`src/rtl/keypad_entry.sv`:
```
// rtl/keypad_entry.sv - debounced one-hot keypad encoder with BCD entry accumulator
module keypad_entry #(
  parameter int KEYS      = 10,
  parameter int DEBOUNCE  = 4,
  parameter int DIGITS    = 4,
  parameter int OVERWRITE = 1
) (
  input  logic                         clock,
  input  logic                         clearn,
  input  logic [KEYS-1:0]              keyboard,
  input  logic                         enablen,
  input  logic                         entry_clrn,
  output logic [3:0]                   bcd,
  output logic                         valid_data,
  output logic                         multi_key,
  output logic [4*DIGITS-1:0]          entry,
  output logic [$clog2(DIGITS+1)-1:0]  count,
  output logic                         full
);

  localparam int CW = $clog2(DEBOUNCE + 1);
  localparam int NW = $clog2(DIGITS + 1);
  localparam int EW = 4 * DIGITS;

  typedef enum logic [1:0] {IDLE, PRESS_DB, HELD, RELEASE_DB} state_t;

  state_t          state_q, state_d;
  logic [CW-1:0]   ctr_q, ctr_d;
  logic [3:0]      cand_q, cand_d;
  logic [3:0]      bcd_q, bcd_d;
  logic            valid_q, valid_d;
  logic            multi_q, multi_d;
  logic [EW-1:0]   entry_q, entry_d;
  logic [NW-1:0]   count_q, count_d;

  logic [3:0]      key_idx;
  logic            any_key;
  logic            many_keys;
  logic            none;
  logic            press_ok;
  logic            accept;
  logic            full_w;
  logic [EW-1:0]   entry_shift;

  // Classify the sample: key_idx is only meaningful when exactly one line is set.
  always_comb begin
    key_idx   = '0;
    any_key   = 1'b0;
    many_keys = 1'b0;
    for (int i = 0; i < KEYS; i++) begin
      if (keyboard[i]) begin
        if (any_key) many_keys = 1'b1;
        any_key = 1'b1;
        key_idx = 4'(i);
      end
    end
  end

  assign none     = ~any_key;
  assign press_ok = any_key & ~many_keys & ~enablen;
  assign full_w   = (count_q == NW'(DIGITS));

  generate
    if (DIGITS == 1) begin : g_one
      assign entry_shift = key_idx;
    end else begin : g_many
      assign entry_shift = {entry_q[EW-5:0], key_idx};
    end
  endgenerate

  always_ff @(posedge clock) begin
    if (!clearn) begin
      state_q <= IDLE;
      ctr_q   <= '0;
      cand_q  <= '0;
      bcd_q   <= '0;
      valid_q <= 1'b0;
      multi_q <= 1'b0;
      entry_q <= '0;
      count_q <= '0;
    end else begin
      state_q <= state_d;
      ctr_q   <= ctr_d;
      cand_q  <= cand_d;
      bcd_q   <= bcd_d;
      valid_q <= valid_d;
      multi_q <= multi_d;
      entry_q <= entry_d;
      count_q <= count_d;
    end
  end

  // ctr counts press samples in PRESS_DB and release samples in RELEASE_DB.
  always_comb begin
    state_d = state_q;
    ctr_d   = ctr_q;
    cand_d  = cand_q;
    accept  = 1'b0;
    case (state_q)
      IDLE: begin
        if (press_ok) begin
          cand_d = key_idx;
          ctr_d  = CW'(1);
          if (DEBOUNCE == 1) begin
            accept  = 1'b1;
            state_d = HELD;
          end else begin
            state_d = PRESS_DB;
          end
        end
      end
      PRESS_DB: begin
        if (press_ok && key_idx == cand_q) begin
          ctr_d = ctr_q + CW'(1);
          if (ctr_d == CW'(DEBOUNCE)) begin
            accept  = 1'b1;
            state_d = HELD;
          end
        end else begin
          ctr_d   = '0;
          state_d = IDLE;
        end
      end
      HELD: begin
        if (none) begin
          ctr_d   = CW'(1);
          state_d = (DEBOUNCE == 1) ? IDLE : RELEASE_DB;
        end
      end
      RELEASE_DB: begin
        if (none) begin
          ctr_d = ctr_q + CW'(1);
          if (ctr_d == CW'(DEBOUNCE)) state_d = IDLE;
        end else begin
          state_d = HELD;
        end
      end
      default: state_d = IDLE;
    endcase
  end

  // Entry clear wins over a simultaneous accept, but the pulse and code still go out.
  always_comb begin
    bcd_d   = bcd_q;
    valid_d = accept;
    multi_d = many_keys & ~enablen;
    entry_d = entry_q;
    count_d = count_q;
    if (accept) begin
      bcd_d = key_idx;
      if (!full_w) begin
        entry_d = entry_shift;
        count_d = count_q + NW'(1);
      end else if (OVERWRITE != 0) begin
        entry_d = entry_shift;
      end
    end
    if (!entry_clrn) begin
      entry_d = '0;
      count_d = '0;
    end
  end

  assign bcd        = bcd_q;
  assign valid_data = valid_q;
  assign multi_key  = multi_q;
  assign entry      = entry_q;
  assign count      = count_q;
  assign full       = full_w;

endmodule
```
`config.mk`:
```
export PLATFORM = sky130hd
export DESIGN_NAME = keypad_entry
export DESIGN_NICKNAME = d
export VERILOG_FILES = /design/src/rtl/keypad_entry.sv
export SDC_FILE = /design/constraint.sdc
export NUM_CORES = 1
export LEC_CHECK = 0
export CELL_PAD_IN_SITES_DETAIL_PLACEMENT = 0
export CELL_PAD_IN_SITES_GLOBAL_PLACEMENT = 1
export CORE_AREA = 3 3 74 76
export DETAILED_ROUTE_END_ITERATION = 6
export DIE_AREA = 0 0 77 79
export PLACE_DENSITY_LB_ADDON = 0.12
export SLEW_MARGIN = 40
export SYNTH_ARGS = -nofsm -noshare
export SYNTH_HDL_FRONTEND = slang
export SYNTH_SLANG_ARGS = --single-unit
```
`constraint.sdc`:
```
create_clock -name clock -period 3.1 [get_ports clock]
set_input_delay 0.62 -clock clock [delete_from_list [all_inputs] [get_ports clock]]
set_output_delay 0.62 -clock clock [all_outputs]
set_load 0.02 [all_outputs]
```
==> flow_summary.ini, run 1 <==
; generated from flow reports
[worst_setup_path]
endpoint = entry[12]$_SDFFE_PN0P_
path_depth = 8
r2r-end = count[1]$_SDFFE_PN0P_
cpPeakStageDelay_ps = 550
crit_start = keyboard[4]
cp-start-kind = input pin
worstReg2RegStart = count[0]$_SDFFE_PN0P_
r2r_setup_slack_ps = 1270
crit_path_top_delay_cell = clkdlybuf4s50_1
cp_data_required_time_ps = 3300

[power_and_ir_drop]
power.group.top = registers
p_per_area_nw_per_um2 = 390
power_clock_mw = 0.405
pg_seq_mw = 0.438
comb_power_share = 0.076
p_switching_mw = 0.186
switching_share = 0.204
intPower_mw = 0.726
p_leak_nw = 0.803
clock_power_share = 0.444

[cts]
cts_resized = 0
clk_path_buf_depth = 2
tritoncts = yes
clock_latency_ps = 270
ctsHoldBuffers = 0
cts_root_buffer = clkbuf_8
post_cts_buffers = 0
cts-buffers-inserted = 5

[floorplanning]
core_region_area_um2 = 4790
rows = 25
n_tap_cell = 67
die_w_um = 77
die-area_um2 = 6080

[run_status]
outcome = finished, final reports clean

[drt]
vias = 1515
wl_per_cell_um = 12.8
wl_met3_um = 125
highest_layer = met4
antenna_left = 0
routed_via_density = 4.97

[yosys]
ys_cells = 195
top_area_frac = 0.386
ys_sh_simple = 0.288
synth_nets = 213
yosysTopAreaCell = dfxtp_1
synthMuxAreaShare = 0.131
ys_sh_aoi = 0.103
ys_sh_xor = 0.00497
ys_types = 48
ys_seq_share = 0.386
ys_warn_count = 0
ys_chip_area_um2 = 1760
top_logic_kind = simple AND/OR/NAND/NOR gates
async_flop_share = 0
ys_sh_adder = 0.0341
top_cell = nand2_1

[worst_hold_path]
hp-class = flip-flop to flip-flop
hp-start = entry[15]$_SDFFE_PN0P_

[place]
place_congestion = 0.827
place_ws_ps = 89.8
dpl-instance-area_um2 = 2220

[cells_and_area]
largest_class = combinational gates
inverters = 4
seq_share = 0.291
fin_area_um2 = 2340
regArea_um2 = 681
lay_top_count = nand2_1
area_growth_pct = 32.6
diodes = 0
comb-cell-share = 0.423
final_cells = 305

[final_timing]
setup_tns_ps = 0
finalClockPeriodUsage = 0.876
setup_viol = 0
hold_ws_ps = 456
worst_pin_slew_ps = 618
relSlewSlack = 0.585
fin_ws_ps = 386
hold_viol = 0
max_clock_freq_ghz = 0.368
skew_ps = 4.24

[global_routing]
grt_pass1_vias = 1451
grt_pass1_wl_um = 6740
grt_max_degree = 25

[run]
warning_count = 27
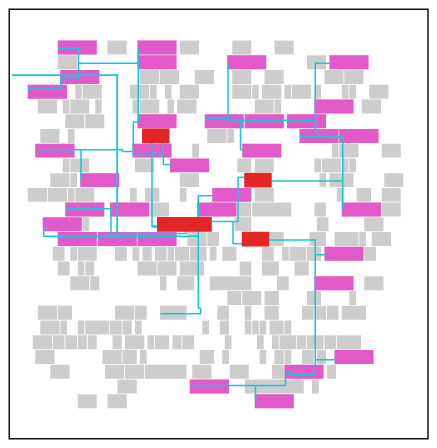
Fig. 1. Clock distribution (run 1).
[magenta] flip-flops | count: 34
[red] cells driving clock nets | count: 5
[cyan] clock wires | length: 441 µm
flops lie	all over the die

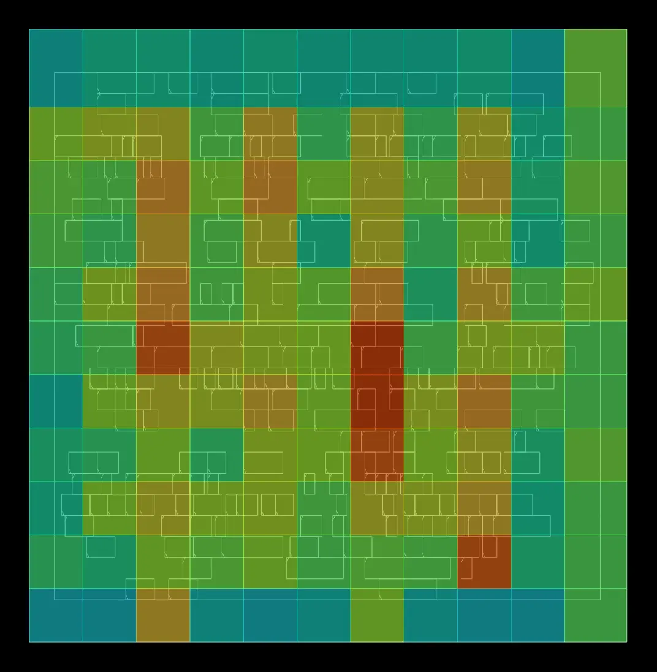
Fig. 2. Track usage over the die (run 1).
grt met1 use: 0.169
GRT Total Usage: 0.134
global routing's busiest layer: met2
Final Util: 0.488
met2 Use GR: 0.226

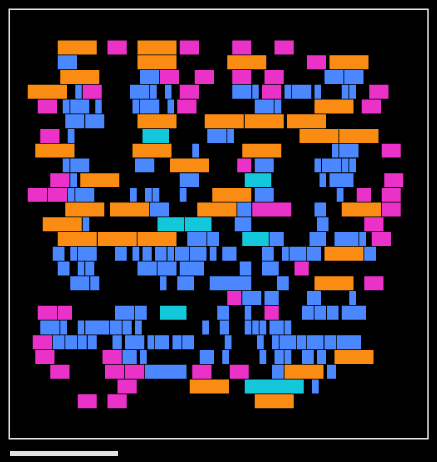
Fig. 3. Placement by cell class (run 1).
Scale bar: 20 µm.
color	class	cells	share of their area
magenta	other buffers and delay cells	46	20%
cyan	clock drivers and dummy loads	7	5.0%
blue	all other logic	151	45%
orange	flip-flops	34	30%

==> run 1 -> run 2 <==
--- a/config.mk
+++ b/config.mk
@@ -7,10 +7,12 @@
 export LEC_CHECK = 0
 export CELL_PAD_IN_SITES_DETAIL_PLACEMENT = 0
 export CELL_PAD_IN_SITES_GLOBAL_PLACEMENT = 1
-export CORE_AREA = 3 3 74 76
+export CORE_AREA = 3 3 69 71
+export CTS_CLUSTER_SIZE = 16
 export DETAILED_ROUTE_END_ITERATION = 6
-export DIE_AREA = 0 0 77 79
-export PLACE_DENSITY_LB_ADDON = 0.12
+export DIE_AREA = 0 0 72 74
+export DONT_BUFFER_PORTS = 1
+export PLACE_DENSITY_LB_ADDON = 0.1
 export SLEW_MARGIN = 40
 export SYNTH_ARGS = -nofsm -noshare
 export SYNTH_HDL_FRONTEND = slang
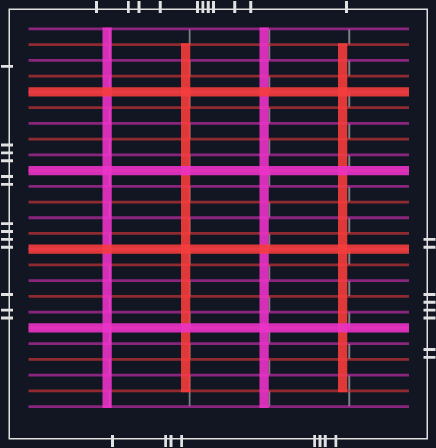
Fig. 4. Supply network (run 2).
Pins as bars on the die edge. Tap cells in gray.
color	net
red	VDD
magenta	VSS
met4 straps	4
tap cells	52
rows	24

==> flow_summary.ini, run 2 <==
; generated from flow reports
[final_timing]
max_clock_freq_ghz = 0.414
relSlewSlack = 0.595
setup_tns_ps = 0
setup_viol = 0
finalClockPeriodUsage = 0.779
skew_ps = 6.95
hold_ws_ps = 402

[cells_and_area]
final_cells = 247
regArea_um2 = 681
largest_class = combinational gates
comb-cell-share = 0.532
fin_area_um2 = 1860
area_growth_pct = 5.54
inverters = 4

[cts]
tritoncts = yes
ctsHoldBuffers = 0
clk_path_buf_depth = 2
cts_resized = 0
post_cts_buffers = 0
clock_latency_ps = 290
cts-buffers-inserted = 5

[run_status]
outcome = finished, final reports clean

[yosys]
top_area_frac = 0.386
ys_sh_adder = 0.0341
ys_warn_count = 0
ys_sh_aoi = 0.103
ys_cells = 195
ys_sh_xor = 0.00497
ys_types = 48
ys_seq_share = 0.386
yosysTopAreaCell = dfxtp_1
async_flop_share = 0
ys_sh_simple = 0.288
synthMuxAreaShare = 0.131

[worst_setup_path]
crit_path_top_delay_cell = nor4_1
r2r-end = count[1]$_SDFFE_PN0P_
crit_start = keyboard[0]
r2r_setup_slack_ps = 970
worstReg2RegStart = count[0]$_SDFFE_PN0P_
endpoint = entry[5]$_SDFFE_PN0P_
path_depth = 7
cpPeakStageDelay_ps = 500

[global_routing]
grt_use_met2 = 0.233
grtUsageMet1 = 0.187
grt_max_degree = 25
grt_usage = 0.149

[power_and_ir_drop]
power_clock_mw = 0.341
p_leak_nw = 0.627
pg_seq_mw = 0.439
p_per_area_nw_per_um2 = 439
switching_share = 0.227
power.group.top = registers
p_switching_mw = 0.186
clock_power_share = 0.418
intPower_mw = 0.631

[place]
dpl-instance-area_um2 = 1760
place_ws_ps = 389

[floorplanning]
die_w_um = 72
n_tap_cell = 52
die-area_um2 = 5330

[run]
warning_count = 27

[worst_hold_path]
hp-start = enablen
hp-class = input pin to flip-flop

[drt]
antenna_left = 0
highest_layer = met4
wl_per_cell_um = 15.1
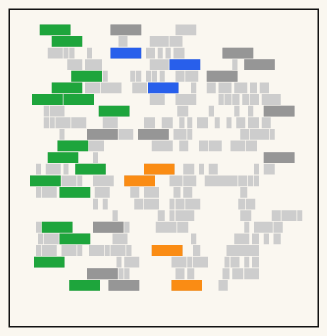
Fig. 5. Sequential cells colored by netlist name (run 2).
Other sequential cells in the stronger gray, the rest of the logic in the fainter gray.
color	name in the netlist	sequential cells
green	entry	16
blue	count	3
orange	cand_q	4
not colored	11

==> run 2 -> run 3 <==
==> constraint.sdc (replaced) <==
create_clock -name clock -period 2.1 [get_ports clock]
set_input_delay 0.42 -clock clock [delete_from_list [all_inputs] [get_ports clock]]
set_output_delay 0.42 -clock clock [all_outputs]
set_load 0.02 [all_outputs]
==> flow_summary.ini, run 3 <==
; generated from flow reports
[run_status]
outcome = finished, final reports clean

[run]
warning_count = 27

[floorplanning]
die-area_um2 = 5330
n_tap_cell = 52
die_w_um = 72

[final_timing]
max_clock_freq_ghz = 0.564
skew_ps = 6.03
setup_tns_ps = 0
setup_viol = 0
hold_ws_ps = 201

[cts]
tritoncts = yes
ctsHoldBuffers = 0
cts-buffers-inserted = 5
cts_resized = 0
post_cts_buffers = 0
clk_path_buf_depth = 2

[power_and_ir_drop]
intPower_mw = 1.15
p_switching_mw = 0.288
clock_power_share = 0.507
p_leak_nw = 0.733
switching_share = 0.200
power_clock_mw = 0.728
pg_seq_mw = 0.648

[worst_setup_path]
worstReg2RegStart = count[0]$_SDFFE_PN0P_
endpoint = count[1]$_SDFFE_PN0P_
crit_path_top_delay_cell = nor4_2
path_depth = 7
r2r-end = count[1]$_SDFFE_PN0P_
r2r_setup_slack_ps = 340
cpPeakStageDelay_ps = 340
crit_start = keyboard[0]

[yosys]
ys_sh_aoi = 0.103
async_flop_share = 0
ys_sh_simple = 0.288
ys_types = 48
ys_sh_xor = 0.00497
synthMuxAreaShare = 0.131
ys_warn_count = 0
yosysTopAreaCell = dfxtp_1
ys_cells = 195

[cells_and_area]
fin_area_um2 = 2040
regArea_um2 = 681
final_cells = 263
comb-cell-share = 0.487
area_growth_pct = 15.8

[global_routing]
grt_max_degree = 25
grt_use_met2 = 0.262

[worst_hold_path]
hp-class = input pin to flip-flop
hp-start = enablen

[place]
dpl-instance-area_um2 = 1900
place_ws_ps = 27.7

[drt]
highest_layer = met4
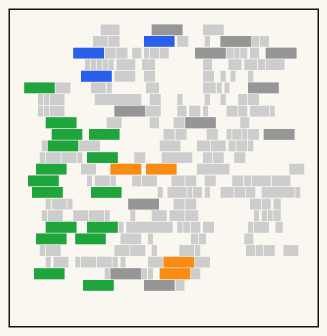
Fig. 6. Sequential cells colored by netlist name (run 3).
Other sequential cells in the stronger gray, the rest of the logic in the fainter gray.
color	name in the netlist	sequential cells
green	entry	16
blue	count	3
orange	cand_q	4
not colored	11

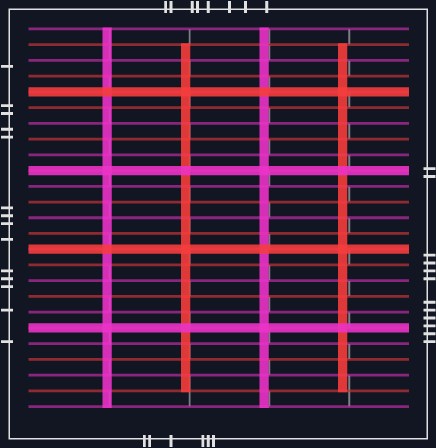
Fig. 7. Supply network (run 3).
Pins as bars on the die edge. Tap cells in gray.
color	net
magenta	VSS
red	VDD
met4 straps	4
tap cells	52
met1 rails	25
met5 straps	4
signal pins	40

